run_1/pdn.png
Pins as bars on the die edge.
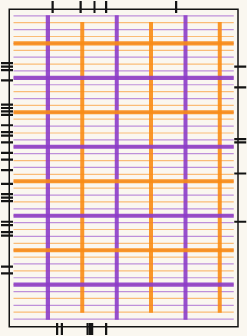
run_1/cell_classes.png
The bar under the picture is 20 um long.
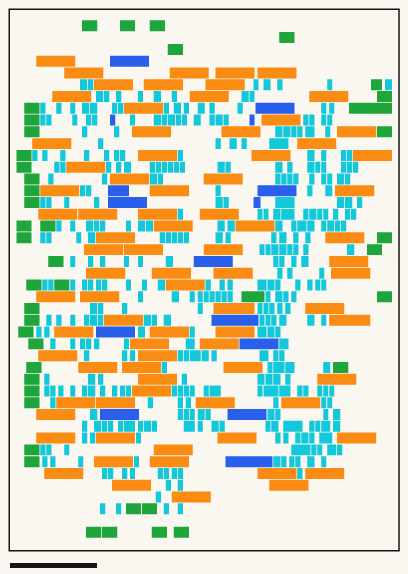
run_1/clock_map.png
The bar under the picture is 20 um long.
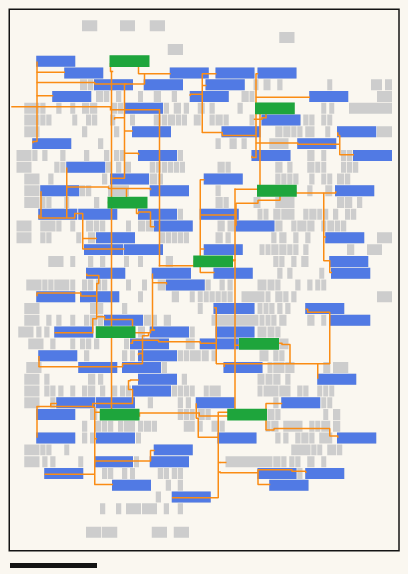
**src/rtl/wr_spll_dac_arbiter.sv**
```systemverilog
// -----------------------------------------------------------------------------
// wr_spll_dac_arbiter
// Shares one serial DAC between the DMTD and output oscillator loops. Each
// channel owns a holding register and a pending flag. A round-robin arbiter
// picks the channel for the next 24-bit write-and-update frame.
//
// Parameters
//   CLK_DIV  SCLK half-period in clk_sys cycles (1..255)
//   CS_GAP   clk_sys cycles cs_n is held high after each frame (1..255)
//
// Ports
//   clk_sys, rst          clock (rising edge) and async active-high reset
//   dac_dmtd_data_i/load  DMTD DAC value and its one-cycle strobe
//   dac_out_data_i/load   output DAC value and its one-cycle strobe
//   dac_sclk_o            serial clock, idles low
//   dac_sdata_o           serial data, MSB first, changes on sclk falling edges
//   dac_cs_n_o            chip select, active-low
//   busy_o                high whenever the FSM is outside IDLE
//   dmtd_done_o/out_done_o one-cycle pulse in the first GAP cycle
//
// Optional feature (macro WR_SPLL_DAC_ARB_STATS_EN)
//   ovr_clr_i, ovr_dmtd_o[7:0], ovr_out_o[7:0]: saturating overrun counters
// -----------------------------------------------------------------------------
module wr_spll_dac_arbiter #(
  parameter int unsigned CLK_DIV = 4,
  parameter int unsigned CS_GAP  = 2
) (
  input  logic        clk_sys,
  input  logic        rst,
  input  logic [15:0] dac_dmtd_data_i,
  input  logic        dac_dmtd_load_i,
  input  logic [15:0] dac_out_data_i,
  input  logic        dac_out_load_i,
  output logic        dac_sclk_o,
  output logic        dac_sdata_o,
  output logic        dac_cs_n_o,
  output logic        busy_o,
  output logic        dmtd_done_o,
  output logic        out_done_o
`ifdef WR_SPLL_DAC_ARB_STATS_EN
  ,
  input  logic        ovr_clr_i,
  output logic [7:0]  ovr_dmtd_o,
  output logic [7:0]  ovr_out_o
`endif
);

  localparam int unsigned CNT_W   = 8;
  localparam int unsigned BIT_W   = 5;
  localparam int unsigned FRAME_W = 24;

  localparam logic [CNT_W-1:0] DIV_LAST = CNT_W'(CLK_DIV - 1);
  localparam logic [CNT_W-1:0] GAP_LAST = CNT_W'(CS_GAP - 1);
  localparam logic [3:0]       CMD_WRITE_UPDATE = 4'b0011;

  localparam logic [2:0] ST_IDLE  = 3'd0;
  localparam logic [2:0] ST_SETUP = 3'd1;
  localparam logic [2:0] ST_SHIFT = 3'd2;
  localparam logic [2:0] ST_HOLD  = 3'd3;
  localparam logic [2:0] ST_GAP   = 3'd4;

  // channel encoding: 0 = DMTD, 1 = output
  logic [2:0]         state_q, state_d;
  logic [CNT_W-1:0]   cnt_q, cnt_d;
  logic [BIT_W-1:0]   bit_q, bit_d;
  logic [FRAME_W-1:0] shreg_q, shreg_d;
  logic               sclk_q, sclk_d;
  logic               cs_n_q, cs_n_d;
  logic               busy_q;
  logic               dmtd_done_q, dmtd_done_d;
  logic               out_done_q, out_done_d;
  logic               cur_ch_q, cur_ch_d;
  logic               last_grant_q, last_grant_d;
  logic               pend_dmtd_q, pend_dmtd_d;
  logic               pend_out_q, pend_out_d;
  logic [15:0]        hold_dmtd_q, hold_dmtd_d;
  logic [15:0]        hold_out_q, hold_out_d;

  logic               grant_valid_c;
  logic               grant_ch_c;

  // round-robin grant: on a tie the channel not served last wins
  always_comb begin
    grant_valid_c = (state_q == ST_IDLE) && (pend_dmtd_q || pend_out_q);
    grant_ch_c    = (pend_dmtd_q && pend_out_q) ? ~last_grant_q : pend_out_q;
  end

  // holding registers; a load in the grant cycle re-arms pending
  always_comb begin
    pend_dmtd_d = pend_dmtd_q;
    pend_out_d  = pend_out_q;
    hold_dmtd_d = hold_dmtd_q;
    hold_out_d  = hold_out_q;
    if (grant_valid_c && !grant_ch_c) pend_dmtd_d = 1'b0;
    if (grant_valid_c &&  grant_ch_c) pend_out_d  = 1'b0;
    if (dac_dmtd_load_i) begin
      pend_dmtd_d = 1'b1;
      hold_dmtd_d = dac_dmtd_data_i;
    end
    if (dac_out_load_i) begin
      pend_out_d = 1'b1;
      hold_out_d = dac_out_data_i;
    end
  end

  // frame sequencer: outputs are computed for the next state and registered
  always_comb begin
    state_d      = state_q;
    cnt_d        = cnt_q;
    bit_d        = bit_q;
    shreg_d      = shreg_q;
    sclk_d       = sclk_q;
    cs_n_d       = cs_n_q;
    cur_ch_d     = cur_ch_q;
    last_grant_d = last_grant_q;
    dmtd_done_d  = 1'b0;
    out_done_d   = 1'b0;
    case (state_q)
      ST_IDLE: begin
        if (grant_valid_c) begin
          state_d      = ST_SETUP;
          cnt_d        = DIV_LAST;
          bit_d        = BIT_W'(FRAME_W - 1);
          shreg_d      = {CMD_WRITE_UPDATE, 3'b000, grant_ch_c,
                          grant_ch_c ? hold_out_q : hold_dmtd_q};
          cur_ch_d     = grant_ch_c;
          last_grant_d = grant_ch_c;
          cs_n_d       = 1'b0;
          sclk_d       = 1'b0;
        end
      end
      ST_SETUP: begin
        if (cnt_q == '0) begin
          state_d = ST_SHIFT;
          sclk_d  = 1'b1;
          cnt_d   = DIV_LAST;
        end else begin
          cnt_d = cnt_q - 1'b1;
        end
      end
      ST_SHIFT: begin
        if (cnt_q == '0) begin
          cnt_d = DIV_LAST;
          if (sclk_q) begin
            // falling edge: present the next bit; bit 0 low phase is HOLD
            sclk_d  = 1'b0;
            shreg_d = {shreg_q[FRAME_W-2:0], 1'b0};
            if (bit_q == '0) state_d = ST_HOLD;
          end else begin
            sclk_d = 1'b1;
            bit_d  = bit_q - 1'b1;
          end
        end else begin
          cnt_d = cnt_q - 1'b1;
        end
      end
      ST_HOLD: begin
        if (cnt_q == '0) begin
          state_d     = ST_GAP;
          cs_n_d      = 1'b1;
          cnt_d       = GAP_LAST;
          dmtd_done_d = ~cur_ch_q;
          out_done_d  = cur_ch_q;
        end else begin
          cnt_d = cnt_q - 1'b1;
        end
      end
      ST_GAP: begin
        if (cnt_q == '0) state_d = ST_IDLE;
        else             cnt_d   = cnt_q - 1'b1;
      end
      default: begin
        state_d = ST_IDLE;
        cs_n_d  = 1'b1;
        sclk_d  = 1'b0;
        shreg_d = '0;
      end
    endcase
  end

  always_ff @(posedge clk_sys or posedge rst) begin
    if (rst) begin
      state_q      <= ST_IDLE;
      cnt_q        <= '0;
      bit_q        <= '0;
      shreg_q      <= '0;
      sclk_q       <= 1'b0;
      cs_n_q       <= 1'b1;
      busy_q       <= 1'b0;
      dmtd_done_q  <= 1'b0;
      out_done_q   <= 1'b0;
      cur_ch_q     <= 1'b0;
      last_grant_q <= 1'b1;
      pend_dmtd_q  <= 1'b0;
      pend_out_q   <= 1'b0;
      hold_dmtd_q  <= '0;
      hold_out_q   <= '0;
    end else begin
      state_q      <= state_d;
      cnt_q        <= cnt_d;
      bit_q        <= bit_d;
      shreg_q      <= shreg_d;
      sclk_q       <= sclk_d;
      cs_n_q       <= cs_n_d;
      busy_q       <= (state_d != ST_IDLE);
      dmtd_done_q  <= dmtd_done_d;
      out_done_q   <= out_done_d;
      cur_ch_q     <= cur_ch_d;
      last_grant_q <= last_grant_d;
      pend_dmtd_q  <= pend_dmtd_d;
      pend_out_q   <= pend_out_d;
      hold_dmtd_q  <= hold_dmtd_d;
      hold_out_q   <= hold_out_d;
    end
  end

  assign dac_sclk_o  = sclk_q;
  assign dac_sdata_o = shreg_q[FRAME_W-1];
  assign dac_cs_n_o  = cs_n_q;
  assign busy_o      = busy_q;
  assign dmtd_done_o = dmtd_done_q;
  assign out_done_o  = out_done_q;

`ifdef WR_SPLL_DAC_ARB_STATS_EN
  logic       ovr_dmtd_c;
  logic       ovr_out_c;
  logic [7:0] ovr_dmtd_q;
  logic [7:0] ovr_out_q;

  // a load while pending is an overrun, unless the flag is being consumed
  always_comb begin
    ovr_dmtd_c = dac_dmtd_load_i && pend_dmtd_q && !(grant_valid_c && !grant_ch_c);
    ovr_out_c  = dac_out_load_i  && pend_out_q  && !(grant_valid_c &&  grant_ch_c);
  end

  // saturating counters, clear has priority
  always_ff @(posedge clk_sys or posedge rst) begin
    if (rst) begin
      ovr_dmtd_q <= '0;
      ovr_out_q  <= '0;
    end else if (ovr_clr_i) begin
      ovr_dmtd_q <= '0;
      ovr_out_q  <= '0;
    end else begin
      if (ovr_dmtd_c && (ovr_dmtd_q != 8'hFF)) ovr_dmtd_q <= ovr_dmtd_q + 8'd1;
      if (ovr_out_c  && (ovr_out_q  != 8'hFF)) ovr_out_q  <= ovr_out_q  + 8'd1;
    end
  end

  assign ovr_dmtd_o = ovr_dmtd_q;
  assign ovr_out_o  = ovr_out_q;
`endif

endmodule

```
**config.mk**
```make
export PLATFORM = sky130hd
export DESIGN_NAME = wr_spll_dac_arbiter
export DESIGN_NICKNAME = d
export VERILOG_FILES = /design/src/rtl/wr_spll_dac_arbiter.sv
export SDC_FILE = /design/constraint.sdc
export NUM_CORES = 1
export LEC_CHECK = 0
export ABC_AREA = 1
export ABC_CLOCK_PERIOD_IN_PS = 6400
export CAP_MARGIN = 20
export CORE_ASPECT_RATIO = 1.4
export CORE_UTILIZATION = 35
export DETAILED_ROUTE_END_ITERATION = 12
export PLACE_DENSITY_LB_ADDON = 0.2
export REMOVE_ABC_BUFFERS = 1
export SYNTH_ARGS = -nofsm -noshare
export SYNTH_HDL_FRONTEND = slang
export SYNTH_SLANG_ARGS = --single-unit
export TNS_END_PERCENT = 5
```
**constraint.sdc**
```tcl
create_clock -name clk_sys -period 6.4 [get_ports clk_sys]
set_input_delay 1.28 -clock clk_sys [delete_from_list [all_inputs] [get_ports clk_sys]]
set_output_delay 1.28 -clock clk_sys [all_outputs]
set_load 0.1 [all_outputs]
```
==> run_results.csv, run 1 <==
group,metric,value,unit
clock_tree,clockBufferDepth,2,
critical_path,critPathSlowestCell,"clkdlybuf4s50_1",
global_routing,antenna_found_initial,0,
detailed_routing,met2WireLength,3930,um
detailed_routing,met1_length,3540,um
placement,hpwl,5270,um
power_and_ir_drop,leakagePower,2.35,nW
critical_path,cp_data_arrival_time,1.98,ns
synth,ys_sh_simple,0.294,
final_timing,drv_slew,0,
synth,top_area_frac,0.525,
final_timing,setup_ws,3.14,ns
detailed_routing,drc,0,
global_routing,grt_pass1_wl,13900,um
detailed_routing,routedWlPerCell,11.8,um
status,outcome,"completed",
die,boundaryPins,42,
detailed_routing,via_per_inst,4.64,
power_and_ir_drop,finalPower,0.00116,W
clock_tree,cts_setup_buffers,0,
detailed_routing,wl_met3,229,um
clock_tree,clkSlewWorstSetupHoldPaths,0.06,ns
synth,ys_area,3760,sq um
final_timing,final.period_utilization,0.509,
critical_path,crit_chain,"clkdlybuf4s50_1",
layout,fillerInstances,1033,
job,warning_count,27,
job,drv_cap,0,
critical_path,end_kind,"output pin",
synth,yosysSeqAreaShare,0.539,
detailed_routing,vias,3093,
final_timing,tns,0,ns
synth,synth.cellmix.xorXnorShare,0.00465,
detailed_routing,drtAntennaViolNets,0,
layout,synthToLayoutAreaGrowth,23.0,%
placement,place_ws,3.14,ns
synth,top_cells_by_area,"dfrtp_1, nand2_1, o21ai_0, inv_1, nor2_1",
layout,n_antenna_cell,0,
detailed_routing,firstDrtPassIters,4,
synth,ys_sh_mux,0,
synth,netlist_instances,486,
critical_path,critical-path-max-stage-delay,1.12,ns
critical_path,path_buffers,1,
synth,synth.distinct_cells,27,
synth,yosys_warnings,0,
global_routing,grt_pass1_vias,2992,
final_timing,period_minus_slack,3.26,ns
layout,drive_above_1_share,0.0548,
detailed_routing,top_layer_used,"met4",
clock_tree,cts_hold_buf,0,
clock_tree,ctsResizeCount,0,
synth,async_flop_share,1.00,
synth,syn_area,3760,sq um
placement,placedInstanceArea,4290,sq um
critical_path,crit_required,5.12,ns
detailed_routing,wl,7870,um
power_and_ir_drop,power_density,250,nW/um^2
synth,ys_cells,486,
final_timing,hold_violations,0,
layout,fin_nets,565,
synth,edf_count,0,
clock_tree,htreeDepth,3,
die,rows,44,
global_routing,grt_usage,0.161,
die,fp-utilization,0.362,
synth,post-synth-top-count-cell,"nand2_1",
-- pdn.png (at the start) --
color	net
orange	VDD
purple	VSS
signal pins	42
met4 straps	6
met5 straps	8
core region area: 10400 sq um
Die Span Y: 125 um

-- cell_classes.png (at the start) --
color	class	cells	share of their area
green	other buffers and delay cells	44	10%
cyan	all other logic	389	37%
orange	flip-flops	81	46%
blue	clock drivers and dummy loads	15	7.0%
fraction of area in registers: 0.438
final instance area: 4630 sq um

-- clock_map.png (at the start) --
[orange] clock wires | length: 1070 um
[blue] flip-flops | count: 81
[green] cells driving clock nets | count: 9
flops lie	spread over the die
routed clock nets	10
clk ins delay skew pair: 0.33 ns
Power Clock: 0.000542 W
clock group share of total power: 0.468
clock skew: 0.00573 ns

==> run 1: report_power, final <==
group | internal (W) | switching [W]
Combinational | 0.0000344 | 0.0000348
Clock | 0.000350 | 0.000193
Sequential | 0.000535 | 0.0000123
Total | 0.000919 | 0.000240
==> run 1: area by class of cell <==
type	count	share of cell area
inverter	35	0.0286
multi-input combinational	354	0.329
clock inverter	3	0.0141
sequential	81	0.438
clock buffer	12	0.0532
timing repair buffer	44	0.0995
tap	138	0.0373
==> run 1: cell families after synthesis <==
family          Yosys count
simple gates            281
flops                    81
compound gates           67
buf+inv                  51
fa+ha+maj                 4
xor+xnor                  2
==> run 1: tightest hold or removal path, stage by stage, from the launching register on <==
cell and delay (ns):
dfstp_2 0.37, nand2_1 0.05, nand2_1 0.04
==> run 1: worst paths after layout <==
kind | startpoint | endpoint | slack [ns] | cells past startpoint
setup / recovery | dac_cs_n_o | dac_cs_n_o | 3.14 | 1
setup reg to reg | cnt_q[2] | shreg_q[22] | 4.15 | 7
min in group asynchronous | rst | cnt_q[3] | 1.29 | 3
hold reg to reg | last_grant_q | last_grant_q | 0.47 | 2
max in group asynchronous | rst | last_grant_q | 4.48 | 4
hold / removal | last_grant_q | last_grant_q | 0.47 | 2
==> run 1: per-stage QoR <==
step,hold WS (ns),instances
6_report,0.467,667
4_1_cts,0.465,666
2_1_floorplan,0.424,470
3_3_place_gp,0.455,650
3_5_place_dp,0.459,651
5_1_grt,0.496,667
==> run 1: per-layer routing <==
| metal | up-vias | track usage |
|---|---|---|
| met5 | - | 0 |
| met4 | 0 | 0.0812 |
| met3 | 10 | 0.0252 |
| met2 | 57 | 0.257 |
| met1 | 1425 | 0.207 |
| li1 | 1601 | - |
==> run 1: cell usage in the layout, fill, tap and decap left out, types with 4 or more instances in the layout <==
cell / count
a21oi_1: 21
a22oi_1: 4
clkbuf_16: 9
clkdlybuf4s50_1: 41
dfrtp_1: 79
ha_1: 4
inv_1: 30
nand2_1: 226
nand3_1: 12
nor2_1: 29
o21ai_0: 27
o21ai_1: 13
==> run 1: flip-flops by register name, indices dropped and copies added (netlist names), 3 cells and up <==
name and flops:
hold_dmtd_q 16, bit_q 5, cnt_q 8, shreg_q 24
state_q 3, hold_out_q 16
## Run 2: what changed since run 1
- ABC_CLOCK_PERIOD_IN_PS: 6400 -> 2750
- clock period: 6.4 -> 2.75 ns (I/O delays scaled with it)
run_2/pdn.png
Pins as bars on the die edge.
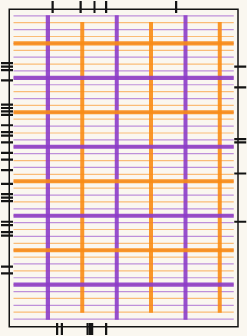
color	net
purple	VSS
orange	VDD
rows	44
met1 rails	45
signal pins	42
met5 straps	8
met4 straps	6
Max VDD drop: 0.285 mV
die width: 89.6 um

run_2/clock_map.png
The bar under the picture is 20 um long.
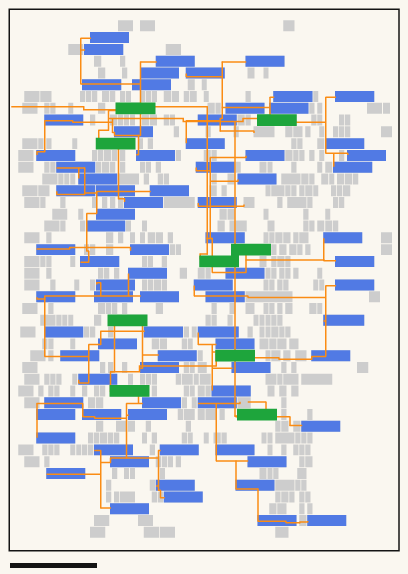
[blue] flip-flops | count: 81
[orange] clock wires | length: 1030 um
[green] cells driving clock nets | count: 9
routed clock nets	10
clock group share of total power: 0.458
Power Clock: 0.00121 W
clock skew: 0.00499 ns

==> run_results.csv, run 2 <==
group,metric,value,unit
final_timing,drv_slew,0,
final_timing,tns,0,ns
status,outcome,"completed",
synth,yosysSeqAreaShare,0.539,
placement,placedCellCount,655,
layout,fin_nets,568,
synth,async_flop_share,1.00,
die,rows,44,
critical_path,worstReg2RegStart,"state_q[2]",
die,fp-utilization,0.362,
synth,syn_area,3760,sq um
job,warning_count,27,
layout,largest_reg_flops,24,
power_and_ir_drop,leakagePower,2.37,nW
detailed_routing,drc,0,
synth,top_cells_by_area,"dfrtp_1, nand2_1, o21ai_0, inv_1, nor2_1",
synth,synth.cellmix.xorXnorShare,0.00465,
critical_path,crit_chain,"inv_2 > nand2_1 > nor2_2 > a21oi_1 > nand3_2 > buf_12 > o21ai_0",
clock_tree,clkSlewWorstSetupHoldPaths,0.06,ns
critical_path,crit_required,2.95,ns
layout,synthToLayoutAreaGrowth,23.0,%
placement,hpwl,5470,um
critical_path,critPathSlowestCell,"nor2_2",
detailed_routing,vias,3117,
layout,drive_above_1_share,0.0750,
power_and_ir_drop,p_int,0.00208,W
critical_path,cp_data_arrival_time,2.13,ns
global_routing,grt_pass1_wl,14000,um
layout,final_cell_mix,"nand2_1, dfrtp_1, clkdlybuf4s50_1",
job,drv_cap,0,
die,boundaryPins,42,
critical_path,end_kind,"flop",
synth,yosys_warnings,0,
layout,stdcell_count,671,
placement,placedInstanceArea,4320,sq um
power_and_ir_drop,p_switching,0.000569,W
detailed_routing,wl,7950,um
clock_tree,htreeDepth,3,
layout,top_regs,"shreg_q: 24 flops, hold_dmtd_q: 16 flops, hold_out_q: 16 flops",
global_routing,grt_pass1_vias,3162,
final_timing,rsz0062_at_grt,"no",
detailed_routing,firstDrtPassIters,4,
synth,synth.distinct_cells,27,
synth,ys_cells,486,
min_path,hold_end,"last_grant_q",
layout,n_antenna_cell,0,
layout,lay_top_count,"nand2_1",
power_and_ir_drop,power_density,572,nW/um^2
synth,top_area_frac,0.525,
critical_path,worst-r2r-setup-slack,0.82,ns
clock_tree,clock.latency.late_pin,0.33,ns
final_timing,final.period_utilization,0.703,
clock_tree,cts_setup_buffers,0,
critical_path,critical-path-max-stage-delay,0.53,ns
final_timing,whs,0.467,ns
global_routing,antenna_found_initial,0,
final_timing,hold_violations,0,
final_timing,period_minus_slack,1.93,ns
power_and_ir_drop,combPwrFrac,0.061,
detailed_routing,via_per_inst,4.65,
synth,ys_sh_simple,0.294,
synth,netlist_instances,486,
synth,edf_count,0,
power_and_ir_drop,power_frac_seq,0.482,
critical_path,r2r-end,"shreg_q[15]",
clock_tree,cts_hold_buf,0,
synth,ys_sh_mux,0,
run_2/final_clocks.png
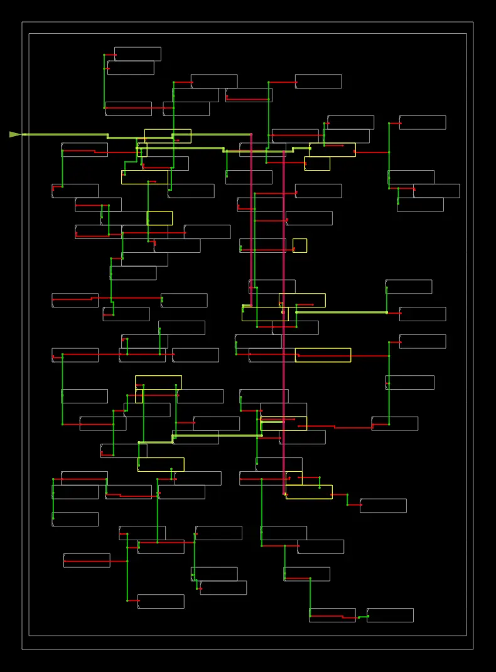
Clock buffer cells: 12
Sink Count: 81
Num CTS Buffers: 9

==> run 2: cell type report <==
cell class,instances,area (sq um)
fillers,1024,5770
clock buffers,12,256
repair buffers,47,465
well taps,138,173
inverters,35,133
multi-input cells,354,1520
clock inverters,4,51.3
flip-flops and latches,81,2030
==> run 2: kinds of logic after synthesis <==
| family | after synthesis |
|---|---|
| flops | 81 |
| simple gates | 281 |
| xor+xnor | 2 |
| compound gates | 67 |
| fa+ha+maj | 4 |
| buf+inv | 51 |
==> run 2: power by group through the flow <==
stage	Combinational [W]	Sequential [W]	Clock, W
finish	0.000161	0.00128	0.00121
global route	0.000187	0.00128	0.00129
CTS	0.000166	0.00128	0.00125
detailed placement	0.000165	0.00130	0
global placement	0.000162	0.00130	0
floorplan	0.0000808	0.00129	0
==> run 2: worst max-delay path by stage <==
stage | startpoint | to | slack, ns | cells past startpoint
after floorplan | rst | bit_q[0] | 0.12 | 1
after global placement | dac_out_load_i | hold_out_q[12] | 0.69 | 5
after detailed placement | dac_out_load_i | hold_out_q[6] | 0.67 | 5
after CTS | state_q[2] | shreg_q[15] | 0.82 | 7
after global routing | state_q[2] | shreg_q[13] | 0.68 | 7
final | state_q[2] | shreg_q[15] | 0.82 | 7
==> run 2: critical path, delay by kind of cell (launching register included) <==
family / cells / cell delay [ns]
AND/OR/NAND/NOR: 3 / 0.77
AND-OR/OR-AND: 2 / 0.29
flip-flops: 1 / 0.41
buffers and inverters: 2 / 0.31
==> run 2: through the flow <==
step	worst slack [ns]	power, W
after detailed placement	0.673	0.00146
after global routing	0.678	0.00276
after global placement	0.693	0.00146
after floorplan	0.123	0.00137
after CTS	0.820	0.00269
final	0.816	0.00265
==> run 2: routing by layer <==
layer,track usage,share of wire,up-vias
li1,-,-,1613
met1,0.200,0.45,1433
met2,0.266,0.50,61
met3,0.0331,0.033,10
met4,0.0635,0.016,0
met5,0,0,-
## Run 3: what changed since run 2
- ABC_CLOCK_PERIOD_IN_PS: 2750 -> 1940
- clock period: 2.75 -> 1.94 ns (I/O delays scaled with it)
run_3/metal_stack.png
Two of the layers only.
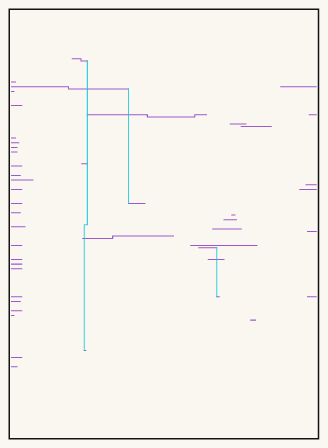
color	layer	wire length
cyan	met4	133 um
purple	met3	253 um
global-route usage over all layers: 0.161
vias: 3124
wire per inst: 11.7 um
drt total wl: 7910 um

run_3/pdn.png
Pins as bars on the die edge.
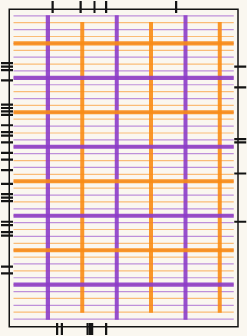
color	net
purple	VSS
orange	VDD
met5 straps	8
rows	44
met1 rails	45
met4 straps	6
Max VDD drop: 0.450 mV

==> run_results.csv, run 3 <==
group,metric,value,unit
die,design.core.area,10400,sq um
clock_tree,cts_hold_buf,0,
power_and_ir_drop,p_switching,0.000824,W
synth,edf_count,0,
power_and_ir_drop,swShare,0.215,
die,fp.dieW,89.6,um
layout,fin_util,0.453,
synth,top_area_frac,0.525,
layout,top_register,"shreg_q",
layout,synthToLayoutAreaGrowth,25.3,%
power_and_ir_drop,combPwrFrac,0.062,
final_timing,period_minus_slack,1.67,ns
placement,place_ws,0.169,ns
global_routing,grt_overflow,0,
job,warning_count,27,
synth,ys_cells,486,
layout,n_antenna_cell,0,
synth,yosys_warnings,0,
power_and_ir_drop,p_clk_frac,0.466,
die,boundaryPins,42,
final_timing,hold_violations,0,
layout,stdcell_count,675,
synth,netlist_instances,486,
power_and_ir_drop,power_density,813,nW/um^2
critical_path,worstSetupPathType,"flop to flop",
clock_tree,cts.sinks,81,
critical_path,end_kind,"flop",
final_timing,drv_slew,0,
critical_path,crit_required,2.15,ns
layout,final_cell_mix,"nand2_1, dfrtp_1, clkdlybuf4s50_1",
power_and_ir_drop,p_int,0.00301,W
clock_tree,htreeDepth,3,
layout,largest_reg_flops,24,
critical_path,critPathSlowestCell,"dfrtp_1",
final_timing,rsz0062_at_grt,"no",
final_timing,setup_ws,0.275,ns
detailed_routing,drtAntennaViolNets,0,
detailed_routing,via_per_inst,4.63,
synth,yosysSeqAreaShare,0.539,
synth,syn_area,3760,sq um
clock_tree,clock.latency.late_pin,0.34,ns
synth,top_cells_by_area,"dfrtp_1, nand2_1, o21ai_0, inv_1, nor2_1",
synth,async_flop_share,1.00,
placement,hpwl,5580,um
die,fp-utilization,0.362,
status,outcome,"completed",
power_and_ir_drop,leakagePower,2.40,nW
critical_path,crit_fanout,48,
placement,placedCellCount,660,
layout,fin_nets,573,
final_timing,tightestPinTransition,0.419,ns
detailed_routing,drc,0,
global_routing,grt_pass1_vias,3053,
layout,lay_top_count,"nand2_1",
power_and_ir_drop,power_frac_seq,0.472,
synth,ff_type,"dfrtp_1",
critical_path,startpoint_type,"flop",
die,dieHeight,125,um
layout,drive_above_1_share,0.0838,
critical_path,crit_family,"simple AND/OR/NAND/NOR gates",
synth,synth.distinct_cells,27,
final_timing,finalClockSkew,0.00274,ns
detailed_routing,firstDrtPassIters,4,
clock_tree,clkSlewWorstSetupHoldPaths,0.06,ns
critical_path,critical-path-max-stage-delay,0.36,ns
clock_tree,clockBufferDepth,2,
layout,top_regs,"shreg_q: 24 flops, hold_dmtd_q: 16 flops, hold_out_q: 16 flops",
die,rows,44,
placement,gp_congestion,0.813,
global_routing,antenna_found_initial,0,
synth,post-synth-top-count-cell,"nand2_1",
global_routing,grt_pass1_wl,13900,um
synth,synth_area_per_cell,7.74,sq um
critical_path,path_buffers,3,
synth,synth-seq-cells,81,
critical_path,cp_data_arrival_time,1.87,ns
final_timing,final.period_utilization,0.858,
clock_tree,root_buffer,"clkbuf_16",
clock_tree,cts_made_buffers,9,
job,drv_cap,0,
critical_path,crit_chain,"inv_1 > ha_1 > nand2_1 > inv_1 > nand2_2 > nand2_2 > nand3_2 > buf_6 > o21ai_0",
synth,ys_area,3760,sq um
run_3/final_clocks.png
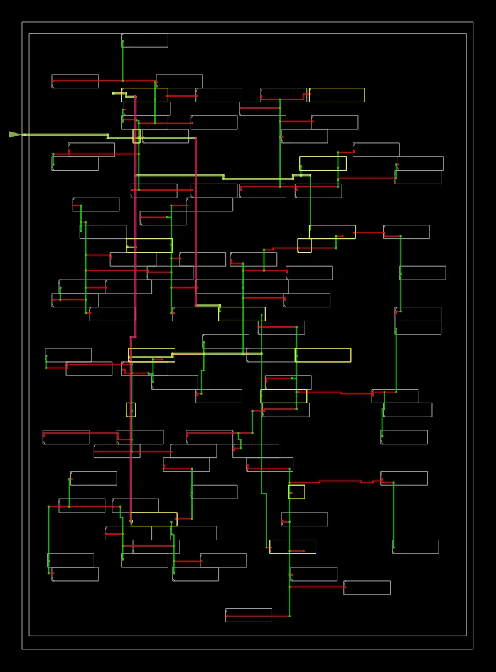
flop count: 81
Clock buffer cells: 10

-- run 3: final cells by class --
| cell class | instances | area, sq um |
|---|---|---|
| sequential | 81 | 2030 |
| clock inverter | 5 | 81.3 |
| timing repair buffer | 52 | 544 |
| tap | 138 | 173 |
| fill | 1029 | 5690 |
| multi-input combinational | 354 | 1530 |
| clock buffer | 10 | 229 |
| inverter | 35 | 133 |
-- run 3: kinds of logic (layout without fill, tap and decap cells) --
| family | after synthesis | count (layout) | synth area share |
|---|---|---|---|
| simple gates | 281 | 281 | 0.294 |
| flops | 81 | 81 | 0.539 |
| compound gates | 67 | 67 | 0.0931 |
| buf+inv | 51 | 102 | 0.0562 |
| fa+ha+maj | 4 | 4 | 0.0133 |
| xor+xnor | 2 | 2 | 0.00466 |
-- run 3: worst register-to-register path: stages, from the launching register on --
cell,delay (ns)
dfrtp_1,0.36
inv_1,0.07
ha_1,0.17
nand2_1,0.09
inv_1,0.06
nand2_2,0.14
nand2_2,0.10
nand3_2,0.09
buf_6,0.28
o21ai_0,0.17
-- run 3: metal layers --
layer | routed length (um) | part of all wire | GRT usage
met4 | 132 | 0.017 | 0.0616
met3 | 253 | 0.032 | 0.0364
met2 | 3970 | 0.50 | 0.265
met5 | 0 | 0 | 0
met1 | 3550 | 0.45 | 0.202
-- run 3: repair_timing --
| action | 4_1_cts | 5_1_grt |
|---|---|---|
| endpoints found under the setup margin | 0 | 11 |
| resized | 0 | 2 |
| buffers inserted | 0 | 0 |
-- run 3: power groups by stage --
stage / Sequential (W) / Combinational [W] / Clock (W)
after global placement: 0.00184 / 0.000241 / 0
after detailed placement: 0.00184 / 0.000247 / 0
after CTS: 0.00181 / 0.000248 / 0.00184
after global routing: 0.00182 / 0.000279 / 0.00191
final: 0.00181 / 0.000239 / 0.00179
after floorplan: 0.00183 / 0.000115 / 0
-- run 3: per-stage QoR --
step | power (W) | hold WS, ns | TNS (ns) | instance area [sq um]
finish | 0.00383 | 0.360 | 0 | 4710
global route | 0.00401 | 0.408 | 0 | 4710
CTS | 0.00389 | 0.376 | 0 | 4710
detailed placement | 0.00209 | 0.460 | 0 | 4400
global placement | 0.00208 | 0.453 | 0 | 4400
floorplan | 0.00194 | 0.424 | -46.69 | 3680
-- run 3: final timing paths --
check	startpoint	end	slack [ns]	cells past startpoint
hold / removal	rst	cnt_q[4]	0.36	2
setup / recovery	cnt_q[1]	shreg_q[10]	0.27	9
hold reg to reg	last_grant_q	last_grant_q	0.46	2
setup reg to reg	cnt_q[1]	shreg_q[10]	0.27	9
min in group clk_sys	last_grant_q	last_grant_q	0.46	2
max in group asynchronous	rst	last_grant_q	1.07	3
Power and IR drop assume default switching activity.
